Run 1, the metal 3 layer:
(2 px per um)
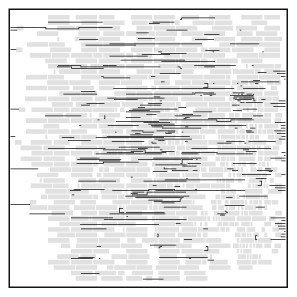
Run 1, routed metal, one colour a layer:
(2 px per um)
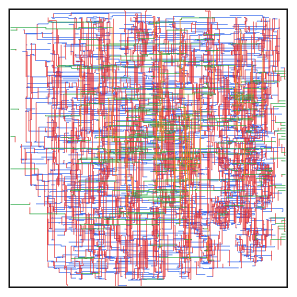
Run 1, routing congestion map:
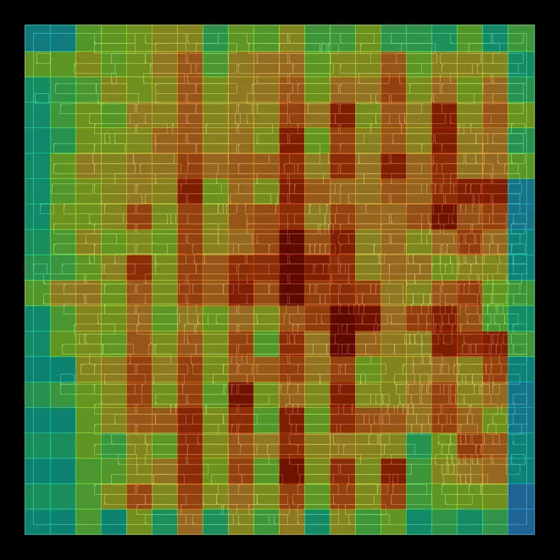
<file path="src/rtl/prim_cmd_issuer.sv">
// Command FIFO between the host register interface and the primitive renderer.
// Execute words are held until the renderer is idle, then issue stalls until the draw finishes.
module prim_cmd_issuer #(
   parameter int         DEPTH      = 16,
   parameter logic [3:0] EXEC_OP    = 4'hF,
   parameter int         EXEC_GUARD = 2
) (
   input  logic                     clk,
   input  logic                     reset_i,
   input  logic                     wr_i,
   input  logic [15:0]              data_i,
   input  logic                     flush_i,
   output logic                     full_o,
   output logic [$clog2(DEPTH):0]   level_o,
   output logic                     overflow_o,
   output logic [15:0]              cmd_o,
   output logic                     cmd_valid_o,
   input  logic                     prim_busy_i,
   output logic                     idle_o
);

   localparam int AW = $clog2(DEPTH);
   localparam int GW = (EXEC_GUARD > 1) ? $clog2(EXEC_GUARD + 1) : 1;
   localparam logic [AW:0]   FULL_CNT   = (AW + 1)'(DEPTH);
   localparam logic [GW-1:0] GUARD_LOAD = GW'(EXEC_GUARD);

   typedef enum logic [1:0] {ISSUE, GUARD, WAIT} state_t;

   state_t          state, state_d;
   logic [GW-1:0]   guard, guard_d;
   logic [15:0]     mem [DEPTH];
   logic [AW-1:0]   rd_ptr, wr_ptr;
   logic [AW:0]     count;
   logic [15:0]     head;
   logic            push, pop, empty, head_exec;

   assign empty     = (count == '0);
   assign full_o    = (count == FULL_CNT);
   assign level_o   = count;
   assign head      = mem[rd_ptr];
   assign head_exec = (head[15:12] == EXEC_OP);
   // Full is judged on the registered count, so a same-cycle pop never admits a write to a full FIFO.
   assign push      = wr_i && !full_o && !flush_i;
   assign idle_o    = empty && (state == ISSUE) && !prim_busy_i;

   always_comb begin
      state_d = state;
      guard_d = guard;
      pop     = 1'b0;
      unique case (state)
         ISSUE: begin
            if (!empty && !flush_i) begin
               if (!head_exec) begin
                  pop = 1'b1;
               end else if (!prim_busy_i) begin
                  pop     = 1'b1;
                  guard_d = GUARD_LOAD;
                  state_d = GUARD;
               end
            end
         end
         // Busy is ignored here: the renderer needs a few cycles to raise it after an execute.
         GUARD: begin
            if (guard > GW'(1)) begin
               guard_d = guard - 1'b1;
            end else begin
               guard_d = '0;
               state_d = WAIT;
            end
         end
         WAIT: begin
            if (!prim_busy_i) state_d = ISSUE;
         end
         default: state_d = ISSUE;
      endcase
   end

   always_ff @(posedge clk) begin
      if (reset_i) begin
         state       <= ISSUE;
         guard       <= '0;
         rd_ptr      <= '0;
         wr_ptr      <= '0;
         count       <= '0;
         overflow_o  <= 1'b0;
         cmd_o       <= '0;
         cmd_valid_o <= 1'b0;
      end else begin
         state       <= state_d;
         guard       <= guard_d;
         cmd_valid_o <= pop;
         if (pop) cmd_o <= head;
         if (flush_i) begin
            rd_ptr     <= '0;
            wr_ptr     <= '0;
            count      <= '0;
            overflow_o <= 1'b0;
         end else begin
            if (push) wr_ptr <= wr_ptr + 1'b1;
            if (pop)  rd_ptr <= rd_ptr + 1'b1;
            count <= count + {{AW{1'b0}}, push} - {{AW{1'b0}}, pop};
            if (wr_i && full_o) overflow_o <= 1'b1;
         end
      end
   end

   always_ff @(posedge clk) begin
      if (push) mem[wr_ptr] <= data_i;
   end

endmodule

</file>
<file path="config.mk">
export PLATFORM = sky130hd
export DESIGN_NAME = prim_cmd_issuer
export DESIGN_NICKNAME = d
export VERILOG_FILES = /design/src/rtl/prim_cmd_issuer.sv
export SDC_FILE = /design/constraint.sdc
export NUM_CORES = 1
export LEC_CHECK = 0
export CAP_MARGIN = 5
export CORE_MARGIN = 2
export CORE_UTILIZATION = 65
export CTS_CLUSTER_SIZE = 12
export DETAILED_ROUTE_END_ITERATION = 7
export HOLD_SLACK_MARGIN = 0.05
export PLACE_DENSITY = 0.84
export SYNTH_ARGS = -nofsm -noshare
export SYNTH_HDL_FRONTEND = slang
export SYNTH_SLANG_ARGS = --single-unit
</file>
<file path="constraint.sdc">
create_clock -name clk -period 5.5 [get_ports clk]
set_clock_uncertainty 0.1 [all_clocks]
set_input_delay 0.825 -clock clk [delete_from_list [all_inputs] [get_ports clk]]
set_output_delay 0.825 -clock clk [all_outputs]
set_load 0.03 [all_outputs]
</file>
==> impl_metrics.env, run 1 <==
# source this file to load flow results
export IMPL_run_status="completed"
export IMPL_post_drt_wl_per_cell_um=28.3
export IMPL_top_cells_by_count="edfxtp_1 (256), mux4_2 (74), dfxtp_1 (39), nor2_1 (31), nand2_1 (28)"
export IMPL_grt_antenna_before_repair=0
export IMPL_post_cts_setup_buffers=0
export IMPL_drt_antenna_violating_nets=0
export IMPL_ys_area_sq_um=11700
export IMPL_most_common_cell="edfxtp_1"
export IMPL_ys_cells=622
export IMPL_clock_latency_ns=0.54
export IMPL_syn_to_final_growth_pct=13.3
export IMPL_cp_arrival_ns=4.67
export IMPL_ir_drop_uv=357
export IMPL_die_area_sq_um=19100
export IMPL_setup_violations=0
export IMPL_die_h_um=138
export IMPL_syn_inst=622
export IMPL_crit_fanout=43
export IMPL_syn_nets=655
export IMPL_p_leak_nw=4.11
export IMPL_core_sq_um=17800
export IMPL_fillers=922
export IMPL_cts_sink_count=295
export IMPL_cts_buffer_depth=3
export IMPL_synth_async_reset_ratio=0
export IMPL_portBuffers=45
export IMPL_numCtsBuffers=29
export IMPL_grt_pass1_wl_um=39700
export IMPL_die_w_um=138
export IMPL_holdBufCountCts=0
export IMPL_grt_max_degree=45
export IMPL_grt_pass1_vias=6655
export IMPL_endpoint_kind="register"
export IMPL_path_class="register to register"
export IMPL_cts_root_buf="clkbuf_16"
export IMPL_worstPathRequired_ns=5.82
export IMPL_synth_edff_count=256
export IMPL_antenna_cells=0
export IMPL_postCtsResizedCells=0
export IMPL_pwr_density_cell_nw_per_um2=405
export IMPL_syn_cell_area_sq_um=11700
export IMPL_seq_area_frac_synth=0.722
export IMPL_cp_start_kind="register"
export IMPL_fin_nets=714
export IMPL_worst_slew_pin_slew_ns=1.09
export IMPL_clkTransAtPathRegs_ns=0.06
export IMPL_cts_tree="done"
export IMPL_power_mw=5.38
export IMPL_syn_area_per_cell_sq_um=18.8
export IMPL_fp_row_count=49
export IMPL_yosysWarnings=0
export IMPL_cts_htree_levels=1
export IMPL_finalClockPeriodUsage=0.792
export IMPL_relSlewSlack=0.274
export IMPL_min_period_ns=4.36
export IMPL_slew_viol_final=0
export IMPL_yosysTopAreaCellShare=0.656
export IMPL_ys_ff=295
export IMPL_hp_class="register to register"
export IMPL_rsz0062_at_grt="false"
export IMPL_maxCapViolCount=0
export IMPL_tns_ns=0
export IMPL_ios=46
export IMPL_first_pass_iters=5
export IMPL_yosys_top_cells_area="edfxtp_1 (66%), mux4_2 (14%), dfxtp_1 (6.7%)"
export IMPL_drive_gt1_frac=0.198
export IMPL_max_freq_mhz=230
export IMPL_r2r_slack_ns=1.14
export IMPL_grt_ovfl_total=0
export IMPL_flop_cell="edfxtp_1"
export IMPL_dpl_hpwl_um=15200
export IMPL_drc=0
Notes on 'the metal 3 layer' above:
- share of all routed wire: 9.9%
- wire length on this layer: 2620 um
Post-Route WL: 26400 um
routed via count: 6530
grt met3 use: 0.0599

Notes on 'routed metal, one colour a layer' above:
- metal 3: green (wire length 2620 um)
- metal 2: red (wire length 13100 um)
- metal 4: orange (wire length 954 um)
- metal 1: blue (wire length 9730 um)

Notes on 'routing congestion map' above:
busiest layer in global routing: met2
total track usage: 0.277

## run 1: worst max-delay path, cell delays in order, from the launching register on
cell and delay, ns:
dfxtp_4 0.87, mux4_1 0.68, a22oi_1 0.22, nand3_1 0.16, and4_1 0.23, buf_4 0.26
a21oi_1 0.26, ha_1 0.29, inv_1 0.07, ha_1 0.16, inv_1 0.06, fa_1 0.42
inv_1 0.07, a21oi_1 0.05, nor2_1 0.09, nor2_1 0.06, xnor2_1 0.15, nor2_1 0.05
## run 1: metal layers
metal	global-route usage	routed length (um)	up-vias
met5	0	0	-
met4	0.0956	953	0
met3	0.0599	2620	83
met2	0.460	13100	453
met1	0.372	9730	3316
li1	-	-	2678
## run 1: power by group
group          internal (mW)  total (mW)  switching (mW)
combinational          0.439       0.955           0.516
clock                   1.01        1.78           0.775
sequential              2.52        2.64           0.119
## run 1: flip-flops by register name, summed over array words and instances, names as in the netlist, named ones only
name	flops
mem	256
level_o	5
state	2
rd_ptr	4
cmd_o	16
wr_ptr	4
overflow_o	1
guard	2
cmd_valid_o	1
## run 1: stage by stage
stage               setup slack, ns  hold WS [ns]  utilization  cells  instance area [sq um]
global route                  0.723         0.412        0.744    932                  13300
finish                         1.14         0.407        0.744    932                  13300
global placement               1.34         0.351        0.697    879                  12400
detailed placement             1.21         0.398        0.697    879                  12400
CTS                            1.13         0.402        0.744    932                  13300
floorplan                      1.77         0.367            -    622                  11700
## run 1: kinds of logic after synthesis
kind of cell | after synthesis | share of synthesized area
buffers and inverters | 52 | 0.0217
adders and majority gates | 12 | 0.0134
AOI/OAI and AO/OA | 55 | 0.0359
DFF | 295 | 0.722
and+or+nand+nor | 124 | 0.0538
xor gates and xnor gates | 7 | 0.00523
muxes | 77 | 0.148
## run 1: cells in the final DEF (no fill, tap or decap), types with 11 or more instances in the layout
master and n:
clkbuf_1 20, inv_1 12, nand4_1 20, edfxtp_1 256, nand2_1 28, nor2_1 31
clkbuf_16 29, ha_1 11, a32oi_1 16, buf_4 22, o211ai_1 18, nand3_1 14
clkdlybuf4s50_1 45, dfxtp_1 37, mux4_2 74
## run 1: cell type report
class                      count  area (sq um)  area share
timing repair buffer          67           616      0.0463
tap                          229           287      0.0216
multi-input combinational    275          3020       0.227
sequential                   295          8470       0.638
clock buffer                  51           828      0.0624
clock inverter                 2          10.0    0.000754
inverter                      13          48.8     0.00367
## run 1: worst paths after layout
| check | from | to | depth (start not counted) |
|---|---|---|---|
| hold reg to reg | guard[1]$_SDFFE_PP0P_ | state[0]$_SDFFE_PP0P_ | 2 |
| setup / recovery | register | level_o[4]$_SDFF_PP0_ | 17 |
| hold / removal | guard[1]$_SDFFE_PP0P_ | state[0]$_SDFFE_PP0P_ | 2 |
| setup reg to reg | register | level_o[4]$_SDFF_PP0_ | 17 |
Run 1, clock distribution:
(3 px per um)
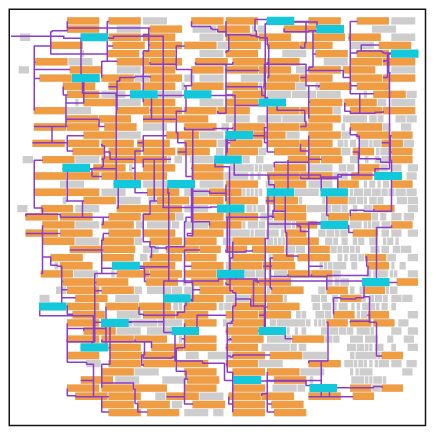

==> inputs of run 2 (changes only) <==
CORE_UTILIZATION = 54   (was 65)
PLACE_DENSITY = 0.75   (was 0.84)
clock period = 3.92 ns   (was 5.5 ns; I/O delays follow)
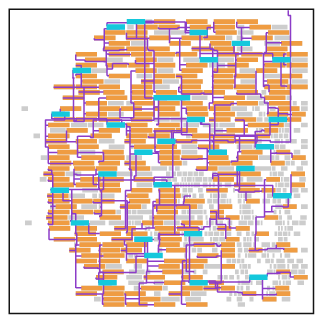
Run 2: clock distribution
(2 px per um)
- clock drivers: cyan (count 29)
- clock wires: purple (length 3110 um)
- flip-flops: orange (count 295)
- routed clock nets: 30
Clk pwr share: 0.325
clk pwr: 2.44 mW

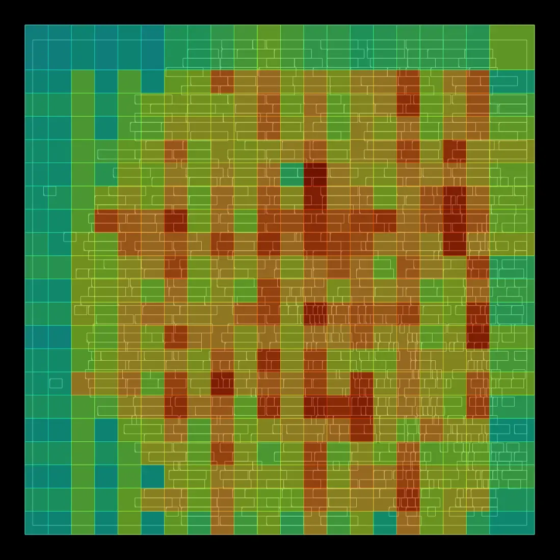
Run 2: routing congestion map
met2 usage: 0.368
WL/cell: 24.7 um

==> run 2 against run 1 <==
Net effect: via count down 3.8%; highest routed layer unchanged; clock-buffer cell count down 11; register-to-register slack worse by 0.79 ns; wire length down 6.6%; sequential cell count unchanged; final area up 1.8%; synthesized area unchanged; clock power up 37%; worst hold slack worse by 0.037 ns; cell count up 7.0%; sequential share of layout area down 1.1 points; critical path type unchanged; non-clock buffer count up 26.
==> impl_metrics.env, run 2 <==
# source this file to load flow results
export IMPL_run_status="completed"
export IMPL_die_w_um=151
export IMPL_crit_fanout=15
export IMPL_layout_top_cell="edfxtp_1"
export IMPL_grt_max_degree=43
export IMPL_cpPeakStageDelay_ns=0.50
export IMPL_synth_edff_count=256
export IMPL_flop_cell="edfxtp_1"
export IMPL_holdBufCountCts=0
export IMPL_top_register="mem"
export IMPL_final_cells=997
export IMPL_ios=46
export IMPL_die_h_um=151
export IMPL_ir_drop_uv=333
export IMPL_drive_gt1_frac=0.232
export IMPL_hp_class="register to register"
export IMPL_grt_pass1_vias=6441
export IMPL_tns_ns=0
export IMPL_core_sq_um=21200
export IMPL_clock_latency_ns=0.54
export IMPL_seq_area_sq_um=8470
export IMPL_cts_root_buf="clkbuf_16"
export IMPL_route_met3_wl_um=1830
export IMPL_dpl_worst_slack_ns=0.319
export IMPL_p_leak_nw=4.25
export IMPL_ys_cells=622
export IMPL_largest_reg_flops=256
export IMPL_grt_pass1_wl_um=37800
export IMPL_relSlewSlack=0.374
export IMPL_slew_viol_final=0
export IMPL_cp_start_kind="register"
export IMPL_worstPathRequired_ns=4.24
export IMPL_layout_top_cells="edfxtp_1 (256), mux4_2 (74), buf_4 (47)"
export IMPL_cp_arrival_ns=3.89
export IMPL_ys_ff=295
export IMPL_post_cts_setup_buffers=0
export IMPL_crit_chain="buf_4 > mux4_2 > a22oi_2 > nand3_2 > and4_1 > a21oi_1 > ha_1 > inv_1 > ha_1 > inv_1 > fa_1 > inv_1 > a21oi_1 > nor2_1 > nor2_1 > xnor2_1 > nor2_1"
export IMPL_rr_worst_depth=17
export IMPL_setup_violations=0
export IMPL_crit_slowest_cell="dfxtp_4"
export IMPL_cts_buffer_depth=3
==> run 2: cell counts after synthesis <==
Identical to the previous run, type by type.
==> run 2: cells by family (layout without fill, tap and decap cells) <==
| group | count (synthesis) | after routing | synth area share |
|---|---|---|---|
| mux | 77 | 77 | 0.148 |
| buf+inv | 52 | 151 | 0.0217 |
| flops | 295 | 295 | 0.722 |
| simple gates | 124 | 124 | 0.0538 |
| compound gates | 55 | 55 | 0.0359 |
| xor+xnor | 7 | 7 | 0.00523 |
| other cells | 0 | 1 | 0 |
| fa+ha+maj | 12 | 12 | 0.0134 |
==> run 2: critical path, delay by kind of cell, from the launching register on <==
kind / cells / cell delay (ns)
adder cells (fa/ha/maj): 3 / 0.83
AND/OR/NAND/NOR: 5 / 0.55
flip-flops: 1 / 0.50
multiplexers: 1 / 0.50
AND-OR/OR-AND: 3 / 0.48
buffers and inverters: 4 / 0.34
XOR/XNOR: 1 / 0.15
==> run 2: metal layers <==
metal	global-route usage	vias to the layer above
met5	0	-
li1	-	2725
met4	0.0575	0
met3	0.0443	46
met1	0.310	3237
met2	0.368	272
==> run 2: final timing paths <==
path                                               from                       to  slack, ns
worst min register to register  overflow_o$_SDFFE_PP0P_  overflow_o$_SDFFE_PP0P_       0.37
worst max register to register                 register    level_o[4]$_SDFF_PP0_       0.35
worst min-delay path            overflow_o$_SDFFE_PP0P_  overflow_o$_SDFFE_PP0P_       0.37
worst max-delay path                           register    level_o[4]$_SDFF_PP0_       0.35
==> run 2: stage by stage <==
stage	cell area [sq um]	utilization	total power, mW	hold WS (ns)
after global routing	13500	0.639	7.82	0.409
after CTS	13500	0.636	7.53	0.379
after global placement	12700	0.598	5.07	0.361
after floorplan	11700	-	4.66	0.367
after detailed placement	12700	0.598	5.12	0.363
final	13500	0.639	7.53	0.371
==> run 2: final cells by class <==
cell class	count	area share
Antenna cell	1	0.000185
Clock buffer	40	0.0578
Clock inverter	5	0.00204
Inverter	13	0.00361
Multi-Input combinational cell	275	0.223
Sequential cell	295	0.627
Tap cell	275	0.0255
Timing Repair Buffer	93	0.0609
==> run 2: where the power goes <==
| group | internal, mW | switching (mW) | leakage, nW |
|---|---|---|---|
| Combinational | 0.665 | 0.766 | 1.23 |
| Sequential | 3.53 | 0.118 | 2.62 |
| Clock | 1.37 | 1.07 | 0.398 |
| Total | 5.57 | 1.96 | 4.25 |
Power figures rest on the tool's default switching activity, not on a simulated workload.
